**Run 1: cell density map**

7 x 7 tiles, from black (low) to pale yellow (high), 0 to 100% covered.
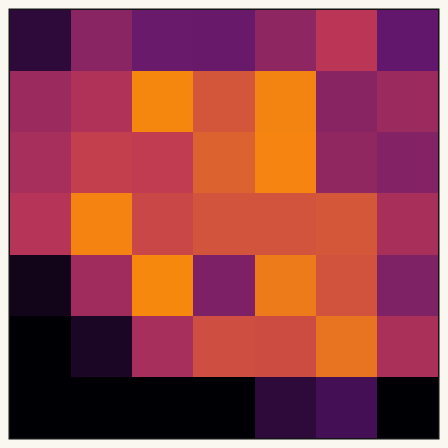
**Run 1: placement view**

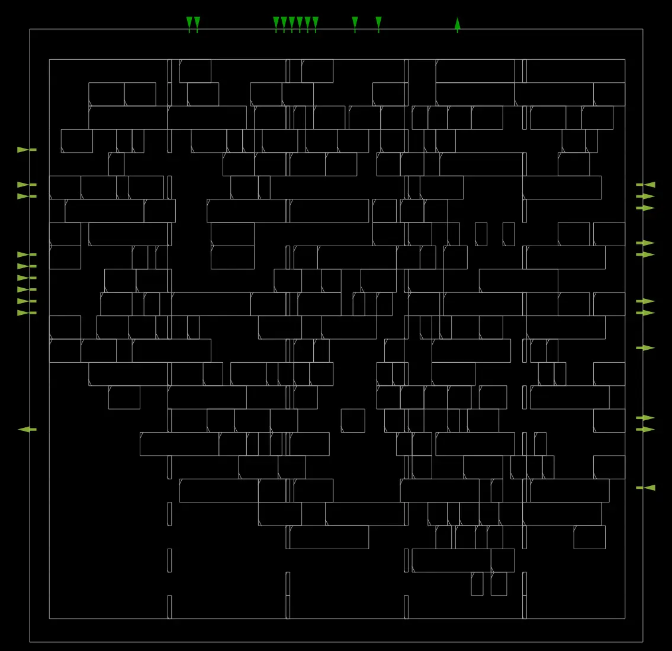
**Run 1: logic cells by family**

Bar = 20 µm.
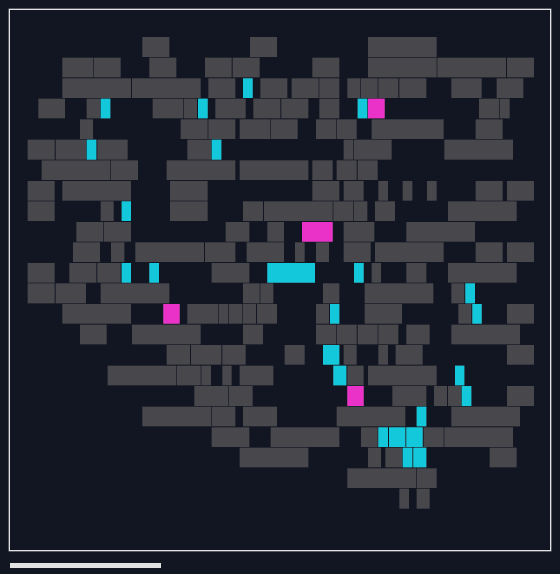
--- config.mk ---
export PLATFORM = sky130hd
export DESIGN_NAME = seq_det_arbiter_flat
export DESIGN_NICKNAME = d
export VERILOG_FILES = /design/src/rtl/seq_det_arbiter_if.sv /design/src/rtl/seq_det_arbiter.sv /design/src/flat_wrapper.sv
export SDC_FILE = /design/constraint.sdc
export NUM_CORES = 1
export LEC_CHECK = 0
export CAP_MARGIN = 25
export CORE_MARGIN = 2
export CORE_UTILIZATION = 35
export DETAILED_ROUTE_END_ITERATION = 10
export GPL_ROUTABILITY_DRIVEN = 0
export PLACE_DENSITY_LB_ADDON = 0.2
export SYNTH_ARGS = -nofsm -noshare
export SYNTH_HDL_FRONTEND = slang
export SYNTH_SLANG_ARGS = --single-unit
--- constraint.sdc ---
create_clock -name clk -period 1.75 [get_ports clk]
set_input_delay 0.35 -clock clk [delete_from_list [all_inputs] [get_ports clk]]
set_output_delay 0.35 -clock clk [all_outputs]
set_load 0.01 [all_outputs]
--- src/rtl/seq_det_arbiter_if.sv ---
// Bundle between the two requesters, the shared 1001 detector and seq_det_arbiter.
// The master side is the surrounding logic (requesters and detector); the slave side is the arbiter.
interface seq_det_arbiter_if #(
  parameter int WIDTH = 8,
  parameter int CNT_W = 4
);
  logic             req0;
  logic [WIDTH-1:0] data0;
  logic             ack0;
  logic             req1;
  logic [WIDTH-1:0] data1;
  logic             ack1;
  logic             det_clr;
  logic             det_w;
  logic             det_z;
  logic             busy;
  logic             done;
  logic             done_id;
  logic [CNT_W-1:0] match_cnt;

  modport master (
    output req0, data0, req1, data1, det_z,
    input  ack0, ack1, det_clr, det_w, busy, done, done_id, match_cnt
  );

  modport slave (
    input  req0, data0, req1, data1, det_z,
    output ack0, ack1, det_clr, det_w, busy, done, done_id, match_cnt
  );
endinterface

--- src/rtl/seq_det_arbiter.sv ---
// Round-robin sharing of one serial 1001 detector between two byte requesters.
// Each granted word is shifted in MSB-first after a detector clear, and the z pulses are counted.
module seq_det_arbiter #(
  parameter int WIDTH = 8,
  parameter int CNT_W = 4
) (
  input logic               clk,
  input logic               reset,
  seq_det_arbiter_if.slave  bus
);

  localparam int IDX_W = (WIDTH > 1) ? $clog2(WIDTH) : 1;

  typedef enum logic [2:0] {IDLE, CLEAR, SHIFT, TAIL, DONE} state_e;

  state_e             state_q, state_d;
  logic               owner_q, owner_d;
  logic               last_gnt_q, last_gnt_d;
  logic [WIDTH-1:0]   shreg_q, shreg_d;
  logic [IDX_W-1:0]   idx_q, idx_d;
  logic [CNT_W-1:0]   acc_q, acc_d, acc_inc;
  logic               ack0_q, ack0_d;
  logic               ack1_q, ack1_d;
  logic               det_clr_q, det_clr_d;
  logic               det_w_q, det_w_d;
  logic               busy_q, busy_d;
  logic               done_q, done_d;
  logic               done_id_q, done_id_d;
  logic [CNT_W-1:0]   match_cnt_q, match_cnt_d;
  logic               win;

  always_ff @(posedge clk or posedge reset) begin
    if (reset) begin
      state_q     <= IDLE;
      owner_q     <= 1'b0;
      last_gnt_q  <= 1'b1;
      shreg_q     <= '0;
      idx_q       <= '0;
      acc_q       <= '0;
      ack0_q      <= 1'b0;
      ack1_q      <= 1'b0;
      det_clr_q   <= 1'b0;
      det_w_q     <= 1'b0;
      busy_q      <= 1'b0;
      done_q      <= 1'b0;
      done_id_q   <= 1'b0;
      match_cnt_q <= '0;
    end else begin
      state_q     <= state_d;
      owner_q     <= owner_d;
      last_gnt_q  <= last_gnt_d;
      shreg_q     <= shreg_d;
      idx_q       <= idx_d;
      acc_q       <= acc_d;
      ack0_q      <= ack0_d;
      ack1_q      <= ack1_d;
      det_clr_q   <= det_clr_d;
      det_w_q     <= det_w_d;
      busy_q      <= busy_d;
      done_q      <= done_d;
      done_id_q   <= done_id_d;
      match_cnt_q <= match_cnt_d;
    end
  end

  // Outputs are registered from the next state, so each output lines up with the state it belongs to.
  always_comb begin
    state_d     = state_q;
    owner_d     = owner_q;
    last_gnt_d  = last_gnt_q;
    shreg_d     = shreg_q;
    idx_d       = idx_q;
    acc_d       = acc_q;
    ack0_d      = 1'b0;
    ack1_d      = 1'b0;
    det_clr_d   = 1'b0;
    det_w_d     = 1'b0;
    done_d      = 1'b0;
    done_id_d   = done_id_q;
    match_cnt_d = match_cnt_q;
    win         = (bus.req0 && bus.req1) ? ~last_gnt_q : bus.req1;

    acc_inc = acc_q;
    if (bus.det_z && (acc_q != '1)) acc_inc = acc_q + CNT_W'(1);

    unique case (state_q)
      IDLE: begin
        if (bus.req0 || bus.req1) begin
          owner_d    = win;
          last_gnt_d = win;
          shreg_d    = win ? bus.data1 : bus.data0;
          acc_d      = '0;
          ack0_d     = ~win;
          ack1_d     = win;
          det_clr_d  = 1'b1;
          state_d    = CLEAR;
        end
      end
      CLEAR: begin
        idx_d   = '0;
        det_w_d = shreg_q[WIDTH-1];
        shreg_d = shreg_q << 1;
        state_d = SHIFT;
      end
      SHIFT: begin
        // z lags det_w by one edge, so the first SHIFT cycle has nothing to sample yet.
        if (idx_q != '0) acc_d = acc_inc;
        if (idx_q == IDX_W'(WIDTH - 1)) begin
          state_d = TAIL;
        end else begin
          idx_d   = idx_q + IDX_W'(1);
          det_w_d = shreg_q[WIDTH-1];
          shreg_d = shreg_q << 1;
        end
      end
      TAIL: begin
        acc_d       = acc_inc;
        done_d      = 1'b1;
        done_id_d   = owner_q;
        match_cnt_d = acc_inc;
        state_d     = DONE;
      end
      DONE: begin
        state_d = IDLE;
      end
      default: state_d = IDLE;
    endcase

    busy_d = (state_d != IDLE);
  end

  assign bus.ack0      = ack0_q;
  assign bus.ack1      = ack1_q;
  assign bus.det_clr   = det_clr_q;
  assign bus.det_w     = det_w_q;
  assign bus.busy      = busy_q;
  assign bus.done      = done_q;
  assign bus.done_id   = done_id_q;
  assign bus.match_cnt = match_cnt_q;

endmodule

--- src/flat_wrapper.sv ---
// flat-port wrapper written by rule: the top's interface ports become plain ports
module seq_det_arbiter_flat 
#(
  parameter int WIDTH = 8,
  parameter int CNT_W = 4
)
  (clk, reset, bus_req0, bus_data0, bus_req1, bus_data1, bus_det_z, bus_ack0, bus_ack1, bus_det_clr, bus_det_w, bus_busy, bus_done, bus_done_id, bus_match_cnt);
  seq_det_arbiter_if #(.WIDTH(WIDTH), .CNT_W(CNT_W)) bus_i ();
  input logic clk;
  input logic reset;
  input wire logic [$bits(bus_i.req0)-1:0] bus_req0;
  input wire logic [$bits(bus_i.data0)-1:0] bus_data0;
  input wire logic [$bits(bus_i.req1)-1:0] bus_req1;
  input wire logic [$bits(bus_i.data1)-1:0] bus_data1;
  input wire logic [$bits(bus_i.det_z)-1:0] bus_det_z;
  output wire logic [$bits(bus_i.ack0)-1:0] bus_ack0;
  output wire logic [$bits(bus_i.ack1)-1:0] bus_ack1;
  output wire logic [$bits(bus_i.det_clr)-1:0] bus_det_clr;
  output wire logic [$bits(bus_i.det_w)-1:0] bus_det_w;
  output wire logic [$bits(bus_i.busy)-1:0] bus_busy;
  output wire logic [$bits(bus_i.done)-1:0] bus_done;
  output wire logic [$bits(bus_i.done_id)-1:0] bus_done_id;
  output wire logic [$bits(bus_i.match_cnt)-1:0] bus_match_cnt;
  assign bus_i.req0 = bus_req0;
  assign bus_i.data0 = bus_data0;
  assign bus_i.req1 = bus_req1;
  assign bus_i.data1 = bus_data1;
  assign bus_i.det_z = bus_det_z;
  assign bus_ack0 = bus_i.ack0;
  assign bus_ack1 = bus_i.ack1;
  assign bus_det_clr = bus_i.det_clr;
  assign bus_det_w = bus_i.det_w;
  assign bus_busy = bus_i.busy;
  assign bus_done = bus_i.done;
  assign bus_done_id = bus_i.done_id;
  assign bus_match_cnt = bus_i.match_cnt;
  seq_det_arbiter #(.WIDTH(WIDTH), .CNT_W(CNT_W)) u_core (.clk(clk), .reset(reset), .bus(bus_i));
endmodule
==> run_results.csv, run 1 <==
group,metric,value,unit
setup_path,slowest_delay,0.41,ns
setup_path,cp.required,1.96,ns
final_layout,logic_area,732.0,µm²
final_layout,syn_to_final_growth,32.99,%
floorplan,num_io_pins,32,
routing,drtPass1Iterations,4,
clock_network,cts_resized,0,
setup_path,start_kind,"flip-flop",
routing,drtAntennaViolNets,0,
routing,vias_per_cell,4.980,
clock_network,cts_hold_buf,0,
routing,avgRoutedWirePerCell,12.86,µm
routing,topRoutingLayerUsed,"met4",
place,io_buffers,31,
setup_path,path_buffers,1,
sta,worst_slack,0.08546,ns
sta,drv_slew,0,
synth,common_cells,"dfrtp_1, nand2_1, o21ai_0, mux2_2",
synth,synthesis.area,1597,µm²
synth,top_cell,"dfrtp_1",
setup_path,end_kind,"flip-flop",
routing,wl_met3,149,µm
synth,postSynthAreaPerCell,10.86,µm²
setup_path,worstSetupPathType,"flip-flop to flip-flop",
synth,yosys_warnings,0,
sta,relSlewSlack,0.7302,
power_and_ir_drop,seqPwrFrac,0.360,
setup_path,rr_endpoint,"u_core.idx_q[0]",
routing,drt_iter0_markers,36,
synth,synth_chip_area,1597,µm²
global_route,antenna_found_initial,0,
global_route,track_usage,0.1333,
power_and_ir_drop,power.switching,1.243,mW
setup_path,cp.arrival,1.88,ns
min_path,min_path_type,"input port to async pin",
routing,wl_met2,1554,µm
setup_path,crit_chain,"ha_1 > ha_1 > buf_4 > nor3_1 > mux2_2 > a22o_1",
power_and_ir_drop,p_leak,0.9668,nW
floorplan,die_w,71.54,µm
power_and_ir_drop,top_power_group,"combinational cells",
sta,rsz0062_at_grt,"false",
synth,synth-main-ff-cell,"dfrtp_1",
setup_path,cp.depth,6,
place,post-dp-hpwl,2337,µm
sta,fin_skew,0.001859,ns
clock_network,clk_pin_slew_worst_paths,0.06,ns
final_layout,final_cell_area,2123,µm²
routing,drc,0,
final_layout,layout_top_cell,"clkdlybuf4s50_1",
synth,ys_seq_share,0.4867,
synth,top_area_frac,0.4702,
synth,synth_nets,172,
clock_network,clock_sinks,31,
floorplan,fp_util,0.3642,
global_route,grt_max_degree,32,
floorplan,dieArea,5118,µm²
synth,async_reset_ff_frac,1.000,
final_layout,nets,218,
sta,hold_viol,0,
clock_network,clock_path_buffers,2,
sta,timing.fmax,600.8,MHz
clock_network,numCtsBuffers,5,
setup_path,critPathTopFamily,"flip-flops",
status,status,"finished clean",
final_layout,drive_gt1_frac,0.2010,
clock_network,htreeDepth,2,
setup_path,critPathCapture,"u_core.idx_q[0]",
clock_network,cts_setup_buffers,0,
flow_run,warnings,27,
power_and_ir_drop,comb-power,1.59,mW
floorplan,die-height,71.54,µm
synth,topCellsByArea,"dfrtp_1, mux2_2, mux2i_1",
final_layout,lay_top_cells,"clkdlybuf4s50_1, dfrtp_1, nand2_1",
power_and_ir_drop,seq_power,1.24,mW
final_layout,n_antenna_cell,0,
power_and_ir_drop,pg_clk,0.614,mW
setup_path,r2r_setup_slack,0.09,ns
sta,fin_crit_sh,0.9512,
clock_network,cts_tree,"yes",
global_route,grt_pass1_vias,1245,
place,post-place-ws,-0.1590,ns
setup_path,cpMaxStageDelayCell,"dfrtp_1",
global_route,grt_overflow_total,0,
power_and_ir_drop,p_int,2.202,mW
setup_path,crit_top_cell,"ha_1",
power_and_ir_drop,power_density,1622,nW/µm²
place,place_area,2023,µm²
synth,synth_area_leader_cell,"dfrtp_1",
routing,wl,3163,µm
setup_path,reg2reg_depth,6,
About 'cell density map':
densest ninth of the die	center
emptiest ninth of the die	lower left
mean over tiles	40%
fullest tile	74%

About 'placement view':
Fillers: 410
number of well taps: 52
Seq cells: 31
core area: 4384 µm²
Final Util: 0.4843

About 'logic cells by family':
family	color	cells
NAND gates	cyan	24
AND and OR gates	magenta	4

-- run 1: sequential cells by signal (all words and copies together), names as in the netlist --
signal / cells
u_core.acc_q: 4
u_core.bus.ack0: 1
u_core.bus.ack1: 1
u_core.bus.busy: 1
u_core.bus.det_clr: 1
u_core.bus.det_w: 1
u_core.bus.done: 1
u_core.bus.done_id: 1
u_core.bus.match_cnt: 4
u_core.idx_q: 3
u_core.last_gnt_q: 1
u_core.owner_q: 1
u_core.shreg_q: 8
u_core.state_q: 3
-- run 1: cells by family (layout without fill, tap and decap cells) --
family | after synthesis | in the layout | synth area share
fa+ha+maj | 4 | 4 | 0.03135
mux | 19 | 19 | 0.1270
xor+xnor | 2 | 2 | 0.01097
buf+inv | 15 | 62 | 0.05486
flops | 31 | 31 | 0.4867
compound gates | 36 | 36 | 0.1512
simple gates | 40 | 40 | 0.1379
-- run 1: layer usage --
layer,vias up,GRT usage
met1,570,0.1640
met5,-,0
met3,4,0.03235
met2,33,0.2294
li1,618,-
met4,0,0.04403
-- run 1: metrics by stage --
step	cells	setup TNS (ns)	hold WS, ns	power, mW	util
6_report	246	0	0.4576	3.445	0.4843
5_1_grt	246	0	0.4990	3.711	0.4843
4_1_cts	246	0	0.4743	3.493	0.4843
3_5_place_dp	238	-1.184	0.4623	2.865	0.4615
3_3_place_gp	238	-0.8730	0.4594	2.800	0.4615
2_1_floorplan	147	0	0.4200	2.391	-
-- run 1: area by class of cell --
class                      count  share of cell area
clock buffer                   8             0.04714
inverter                       9             0.01591
multi-input combinational    101              0.3447
sequential                    31              0.3659
tap                           52             0.03064
timing repair buffer          45              0.1956
-- run 1: tightest hold or removal path, cell delays in order --
cell and delay [ns]:
clkdlybuf4s50_1 0.40, inv_1 0.05, buf_4 0.35
==> run 2, diff against run 1 <==
--- a/config.mk
+++ b/config.mk
@@ -6,7 +6,6 @@
 export NUM_CORES = 1
 export LEC_CHECK = 0
 export CAP_MARGIN = 25
-export CORE_MARGIN = 2
 export CORE_UTILIZATION = 35
 export DETAILED_ROUTE_END_ITERATION = 10
 export GPL_ROUTABILITY_DRIVEN = 0
**Run 2: cell density map**

7 x 7 tiles, from black (low) to pale yellow (high), 0 to 100% covered.
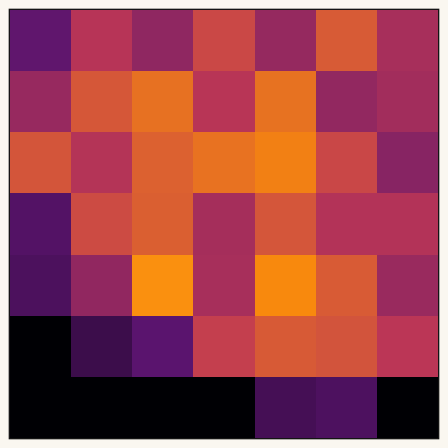
nearly empty tiles	12%
mean over tiles	42%
emptiest ninth of the die	lower left
tiles over 75% full	2.0%
densest ninth of the die	center
fullest tile	76%

**Run 2: port wiring**

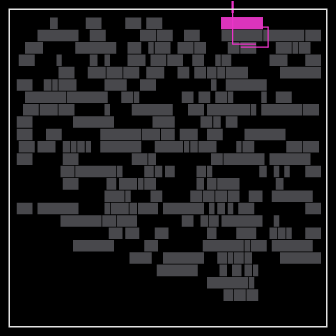
port	color	bits	direction	end cells	buffers	wire
`bus_ack1`	magenta	1	output	1	1	24.1 µm
IO buf count: 31
Boundary Pins: 32

**Run 2: placement view**

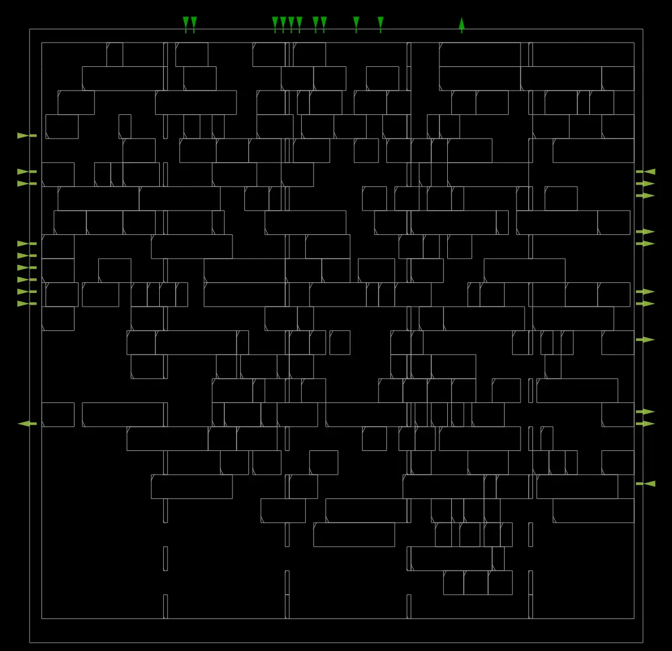
Fillers: 398
flop share of the area: 0.3683
Final Util: 0.4812
num rows: 24
final non-filler cell total: 246

==> run 2 against run 1 <==
Net effect:
- sequential power is essentially flat
- non-clock buffer count stayed put
- die area down 5.5%
- clock-buffer cell count decreased by 1
- critical endpoint is now u_core.shreg_q[5]
==> run_results.csv, run 2 <==
group,metric,value,unit
synth,synth_area_leader_cell,"dfrtp_1",
floorplan,die_w,69.54,µm
final_layout,lay_top_cells,"clkdlybuf4s50_1, dfrtp_1, nand2_1",
sta,relSlewSlack,0.7175,
final_layout,nets,218,
sta,fin_crit_sh,0.9376,
sta,fin_skew,0.005384,ns
power_and_ir_drop,power.switching,1.271,mW
power_and_ir_drop,seqPwrFrac,0.368,
routing,drc,0,
final_layout,top_register,"u_core.shreg_q",
global_route,grt_pass1_vias,1264,
clock_network,clock_path_buffers,2,
synth,top_cell,"dfrtp_1",
routing,avgRoutedWirePerCell,13.20,µm
global_route,grt_max_degree,32,
power_and_ir_drop,p_leak,0.9584,nW
setup_path,crit_chain,"clkdlybuf4s50_1 > a21boi_0 > buf_4 > mux2_2 > mux2i_1 > o21ai_0",
routing,wl,3246,µm
synth,top_area_frac,0.4702,
clock_network,cts_hold_buf,0,
synth,topCellsByArea,"dfrtp_1, mux2_2, mux2i_1",
routing,wl_met2,1594,µm
status,status,"finished clean",
setup_path,path_max_fanout,8,
global_route,gr-usage-met2,0.2395,
final_layout,largest_reg_flops,8,
synth,synthesis.area,1597,µm²
global_route,grt_overflow_total,0,
clock_network,htreeDepth,2,
synth,postSynthAreaPerCell,10.86,µm²
setup_path,critPathCapture,"u_core.shreg_q[5]",
sta,fin_crit,1.641,ns
synth,ys_seq_share,0.4867,
setup_path,start_kind,"input port",
clock_network,clock_sinks,31,
place,post-dp-hpwl,2367,µm
power_and_ir_drop,combPwrFrac,0.474,
routing,wl_met3,120,µm
sta,rsz0062_at_grt,"false",
final_layout,n_antenna_cell,0,
sta,timing.fmax,609.5,MHz
global_route,grt-busiest-layer,"met2",
final_layout,layout_top_cell,"clkdlybuf4s50_1",
floorplan,fp_util,0.3642,
sta,fin_setup_tns,0,ns
synth,synth-edff-count,0,
power_and_ir_drop,p_int,2.126,mW
setup_path,end_kind,"flip-flop",
final_layout,drive_gt1_frac,0.2010,
setup_path,slowest_delay,0.47,ns
global_route,track_usage,0.1450,
clock_network,clk_pin_slew_worst_paths,0.07,ns
place,place_area,2023,µm²
min_path,min_path_type,"input port to async pin",
clock_network,cts_tree,"yes",
clock_network,numCtsBuffers,5,
routing,drt_iter0_markers,69,
setup_path,worstSetupPathType,"input port to flip-flop",
routing,vias_per_cell,5.004,
synth,synth-main-ff-cell,"dfrtp_1",
flow_run,warnings,27,
global_route,use_met1,0.1713,
sta,hold_viol,0,
synth,ys_ff,31,
synth,yosys_warnings,0,
final_layout,logic_area,737.0,µm²
setup_path,r2r_start,"u_core.idx_q[1]",
flow_run,drv_cap,0,
synth,common_cells,"dfrtp_1, nand2_1, o21ai_0, mux2_2",
synth,async_reset_ff_frac,1.000,
routing,topRoutingLayerUsed,"met4",
clock_network,cts_setup_buffers,0,
synth,synth_chip_area,1597,µm²
floorplan,die-height,69.54,µm
setup_path,reg2reg_depth,5,
floorplan,dieArea,4836,µm²
routing,drtPass1Iterations,4,
routing,drtAntennaViolNets,0,
power_and_ir_drop,power_density,1610,nW/µm²
floorplan,core_area,4384,µm²
setup_path,cp.required,1.91,ns
setup_path,cp.arrival,1.80,ns
final_layout,final_cell_area,2110,µm²
power_and_ir_drop,power,3.397,mW
setup_path,r2r_setup_slack,0.15,ns
setup_path,cpMaxStageDelayCell,"clkdlybuf4s50_1",
setup_path,rr_endpoint,"u_core.shreg_q[0]",
routing,num_vias,1231,
final_layout,syn_to_final_growth,32.13,%
[run 2: netlist changes by cell type in the layout (fill, tap and decap cells not counted), sizes merged]
cell	change
clkbuf	-1
clkinv	+1
[run 2: through the flow]
stage	hold WS, ns	worst slack (ns)	instances
after floorplan	0.4200	0.1582	147
after global placement	0.4602	-0.1188	238
after detailed placement	0.4647	-0.1951	238
after CTS	0.4502	0.01094	246
after global routing	0.5050	0.007799	246
final	0.4379	0.1093	246
[run 2: cells by family (layout without fill, tap and decap cells)]
group,count (synthesis),after routing,share of synthesized area
buf+inv,15,62,0.05486
simple gates,40,40,0.1379
compound gates,36,36,0.1512
mux,19,19,0.1270
flops,31,31,0.4867
xor+xnor,2,2,0.01097
fa+ha+maj,4,4,0.03135
[run 2: critical path: cells and delay by family]
family                 cells  cell delay [ns]
buffers and inverters      2             0.67
AND-OR/OR-AND              2             0.29
multiplexers               2             0.49
[run 2: power by group through the flow]
stage	Combinational [mW]	Sequential (mW)	Clock (mW)
floorplan	1.19	1.20	0
global placement	1.56	1.24	0
detailed placement	1.62	1.26	0
CTS	1.62	1.25	0.557
global route	1.80	1.29	0.590
finish	1.61	1.25	0.536
[run 2: layout make-up]
class / count / share of cell area
Sequential cell: 31 / 0.3683
Timing Repair Buffer: 45 / 0.1969
Clock inverter: 1 / 0.002372
Multi-Input combinational cell: 101 / 0.3493
Inverter: 9 / 0.01601
Clock buffer: 7 / 0.03618
Tap cell: 52 / 0.03084
[run 2: what timing repair did]
item	in CTS	in global routing
hold endpoints to repair	0	0
resized	0	3
setup endpoints to repair	0	4
==> run 3, diff against run 2 <==
--- a/config.mk
+++ b/config.mk
@@ -7,9 +7,11 @@
 export LEC_CHECK = 0
 export CAP_MARGIN = 25
 export CORE_UTILIZATION = 35
+export CTS_CLUSTER_SIZE = 14
 export DETAILED_ROUTE_END_ITERATION = 10
 export GPL_ROUTABILITY_DRIVEN = 0
 export PLACE_DENSITY_LB_ADDON = 0.2
+export RECOVER_POWER = 25
 export SYNTH_ARGS = -nofsm -noshare
 export SYNTH_HDL_FRONTEND = slang
 export SYNTH_SLANG_ARGS = --single-unit
**Run 3: placement view**

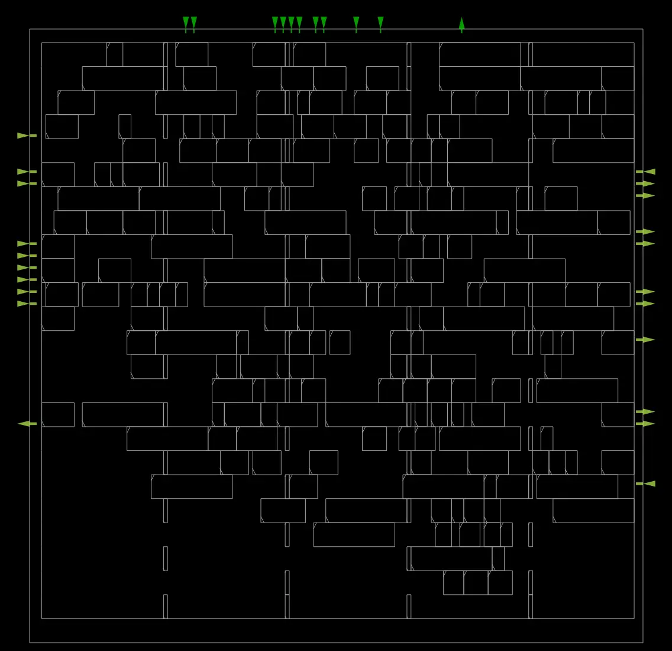
Final Util: 0.4806
flop share of the area: 0.3688
Fillers: 399

**Run 3: port wiring**

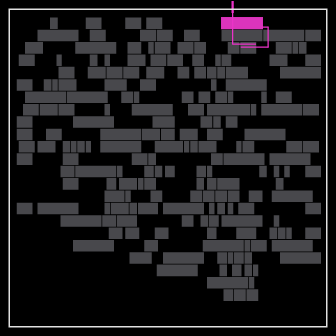
port	color	bits	direction	end cells	buffers	wire
`bus_ack1`	magenta	1	output	1	1	24.1 µm

**Run 3: logic cells by family**

Bar = 20 µm.
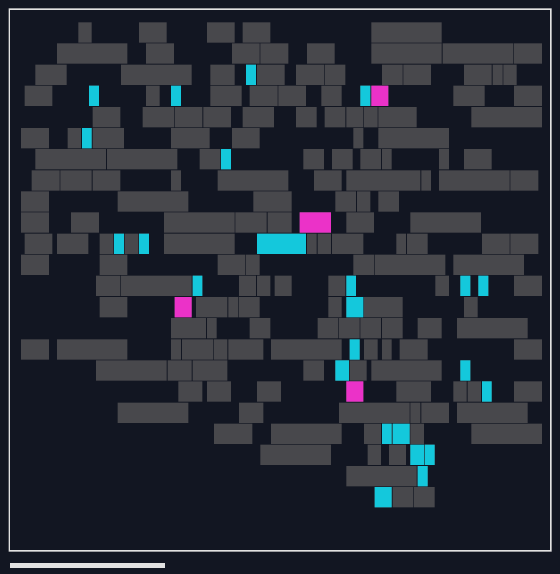
fraction of area in multi-input gates: 0.3498

==> run 3 against run 2 <==
Net effect:
- sequential share of layout area is essentially flat
- fmax is essentially flat
- routed wire length is essentially flat
- critical path depth is the same
- combinational power is essentially flat
- clock power is essentially flat
- critical endpoint unchanged
- area after synthesis is the same
- sequential cell count is the same
- register-to-register slack is essentially flat
- die area is the same
==> run_results.csv, run 3 <==
group,metric,value,unit
final_layout,nets,218,
global_route,antenna_found_initial,0,
final_layout,seqCellArea,777.0,µm²
sta,relSlewSlack,0.4923,
floorplan,core_area,4384,µm²
final_layout,largest_reg_flops,8,
clock_network,cts_setup_buffers,0,
setup_path,reg2reg_depth,5,
floorplan,die-height,69.54,µm
synth,synth_chip_area,1597,µm²
synth,synth.cellmix.simpleShare,0.1379,
setup_path,r2r_start,"u_core.idx_q[1]",
flow_run,warnings,27,
synth,top_logic_kind,"AND-OR/OR-AND gates",
setup_path,start_kind,"input port",
synth,ys_sh_adder,0.03135,
sta,hold_viol,0,
final_layout,top_register,"u_core.shreg_q",
routing,wl,3248,µm
clock_network,clock_path_buffers,2,
setup_path,critPathCapture,"u_core.shreg_q[5]",
setup_path,cp.required,1.91,ns
setup_path,cp.arrival,1.80,ns
synth,top_area_frac,0.4702,
power_and_ir_drop,p_int,2.125,mW
power_and_ir_drop,seq_power,1.25,mW
setup_path,end_kind,"flip-flop",
synth,topCellsByArea,"dfrtp_1, mux2_2, mux2i_1",
setup_path,cpMaxStageDelayCell,"clkdlybuf4s50_1",
global_route,grt_pass1_vias,1264,
flow_run,drv_cap,0,
routing,vias_per_cell,5.004,
setup_path,slowest_delay,0.47,ns
setup_path,path_buffers,2,
synth,yosys_cells,147,
synth,ys_ff,31,
synth,synthesis.area,1597,µm²
power_and_ir_drop,power_density,1612,nW/µm²
synth,synth-edff-count,0,
power_and_ir_drop,pg_clk,0.536,mW
sta,hold_ws,0.4794,ns
routing,drtPass1Iterations,4,
setup_path,path_max_fanout,8,
setup_path,crit_chain,"clkdlybuf4s50_1 > a21boi_0 > buf_4 > mux2_2 > mux2i_1 > o21ai_0",
final_layout,n_antenna_cell,0,
sta,fin_crit_sh,0.9375,
global_route,grt_max_degree,32,
clock_network,clk_pin_slew_worst_paths,0.07,ns
sta,worst_slack,0.1094,ns
final_layout,lay_top_cells,"clkdlybuf4s50_1, dfrtp_1, nand2_1",
synth,postSynthAreaPerCell,10.86,µm²
floorplan,die_w,69.54,µm
synth,yosys_warnings,0,
synth,common_cells,"dfrtp_1, nand2_1, o21ai_0, mux2_2",
routing,drt_iter0_markers,69,
synth,synth-main-ff-cell,"dfrtp_1",
final_layout,layout.cells.non_filler,246,
synth,synth_nets,172,
power_and_ir_drop,power,3.395,mW
sta,drv_slew,0,
floorplan,placementRows,24,
global_route,grt_overflow_total,0,
synth,synthXorXnorAreaFrac,0.01097,
power_and_ir_drop,p_leak,0.9581,nW
synth,ys_sh_mux,0.1270,
synth,yosys.cell_types.count,40,
place,place_area,2023,µm²
final_layout,drive_gt1_frac,0.2010,
floorplan,fp_util,0.3642,
routing,num_vias,1231,
power_and_ir_drop,combPwrFrac,0.474,
min_path,min_path_type,"flip-flop to flip-flop",
final_layout,final_cell_area,2107,µm²
setup_path,critPathTopFamily,"buffers and inverters",
clock_network,cts_hold_buf,0,
sta,timing.fmax,609.5,MHz
setup_path,cp.depth,6,
place,place_inst,238,
floorplan,dieArea,4836,µm²
power_and_ir_drop,seqPwrFrac,0.368,
setup_path,worstSetupPathType,"input port to flip-flop",
place,io_buffers,31,
final_layout,logic_area,737.0,µm²
sta,fin_crit,1.641,ns
global_route,track_usage,0.1450,
power_and_ir_drop,comb-power,1.61,mW
final_layout,syn_to_final_growth,31.97,%
synth,async_reset_ff_frac,1.000,
status,status,"finished clean",
setup_path,r2r_setup_slack,0.15,ns
routing,drtAntennaViolNets,0,
setup_path,rr_endpoint,"u_core.shreg_q[0]",
sta,rsz0062_at_grt,"false",
floorplan,num_io_pins,32,
synth,synthAoiAreaFrac,0.1513,
clock_network,clock_sinks,31,
routing,avgRoutedWirePerCell,13.20,µm
power_and_ir_drop,power.switching,1.271,mW
place,post-place-ws,-0.1951,ns
[run 3: netlist changes by cell type in the layout (fill, tap and decap cells not counted)]
| cell | previous run | this run |
|---|---|---|
| clkdlybuf4s50_1 | 31 | 30 |
| buf_4 | 14 | 13 |
| dlygate4sd3_1 | 0 | 1 |
| clkbuf_2 | 0 | 1 |
[run 3: layout make-up]
type                            instances  share of cell area
Clock buffer                            7             0.03622
Clock inverter                          1            0.002375
Sequential cell                        31              0.3688
Tap cell                               52             0.03088
Timing Repair Buffer                   45              0.1960
Multi-Input combinational cell        101              0.3498
Inverter                                9             0.01603
[run 3: repair_timing]
item,in CTS,in global routing
gates resized,0,3
setup endpoints to repair,0,4
endpoints found under the hold margin,0,0
[run 3: layer usage]
metal  GRT usage  vias up  share of wire
met3     0.05087        6          0.037
met1      0.1713      588           0.46
met4     0.05896        0          0.015
li1            -      610              -
met2      0.2395       27           0.49
met5           0        -              0
[run 3: logic make-up (layout without fill, tap and decap cells)]
kind of cell,count (synthesis),after routing
muxes,19,19
and+or+nand+nor,40,40
adders and majority gates,4,4
DFF,31,31
buffers and inverters,15,62
AOI/OAI and AO/OA,36,36
xor gates and xnor gates,2,2
[run 3: worst min-delay path by stage]
stage / to / slack, ns / from
after detailed placement: u_core.shreg_q[7] / 0.46 / u_core.shreg_q[7]
after CTS: u_core.bus.match_cnt[1] / 0.45 / reset
after global routing: u_core.bus.match_cnt[3] / 0.51 / u_core.bus.match_cnt[3]
after floorplan: u_core.last_gnt_q / 0.42 / bus_req0
final: u_core.bus.match_cnt[0] / 0.48 / u_core.bus.match_cnt[0]
after global placement: u_core.shreg_q[7] / 0.46 / u_core.shreg_q[7]
Power is estimated from default activity; no workload was simulated.
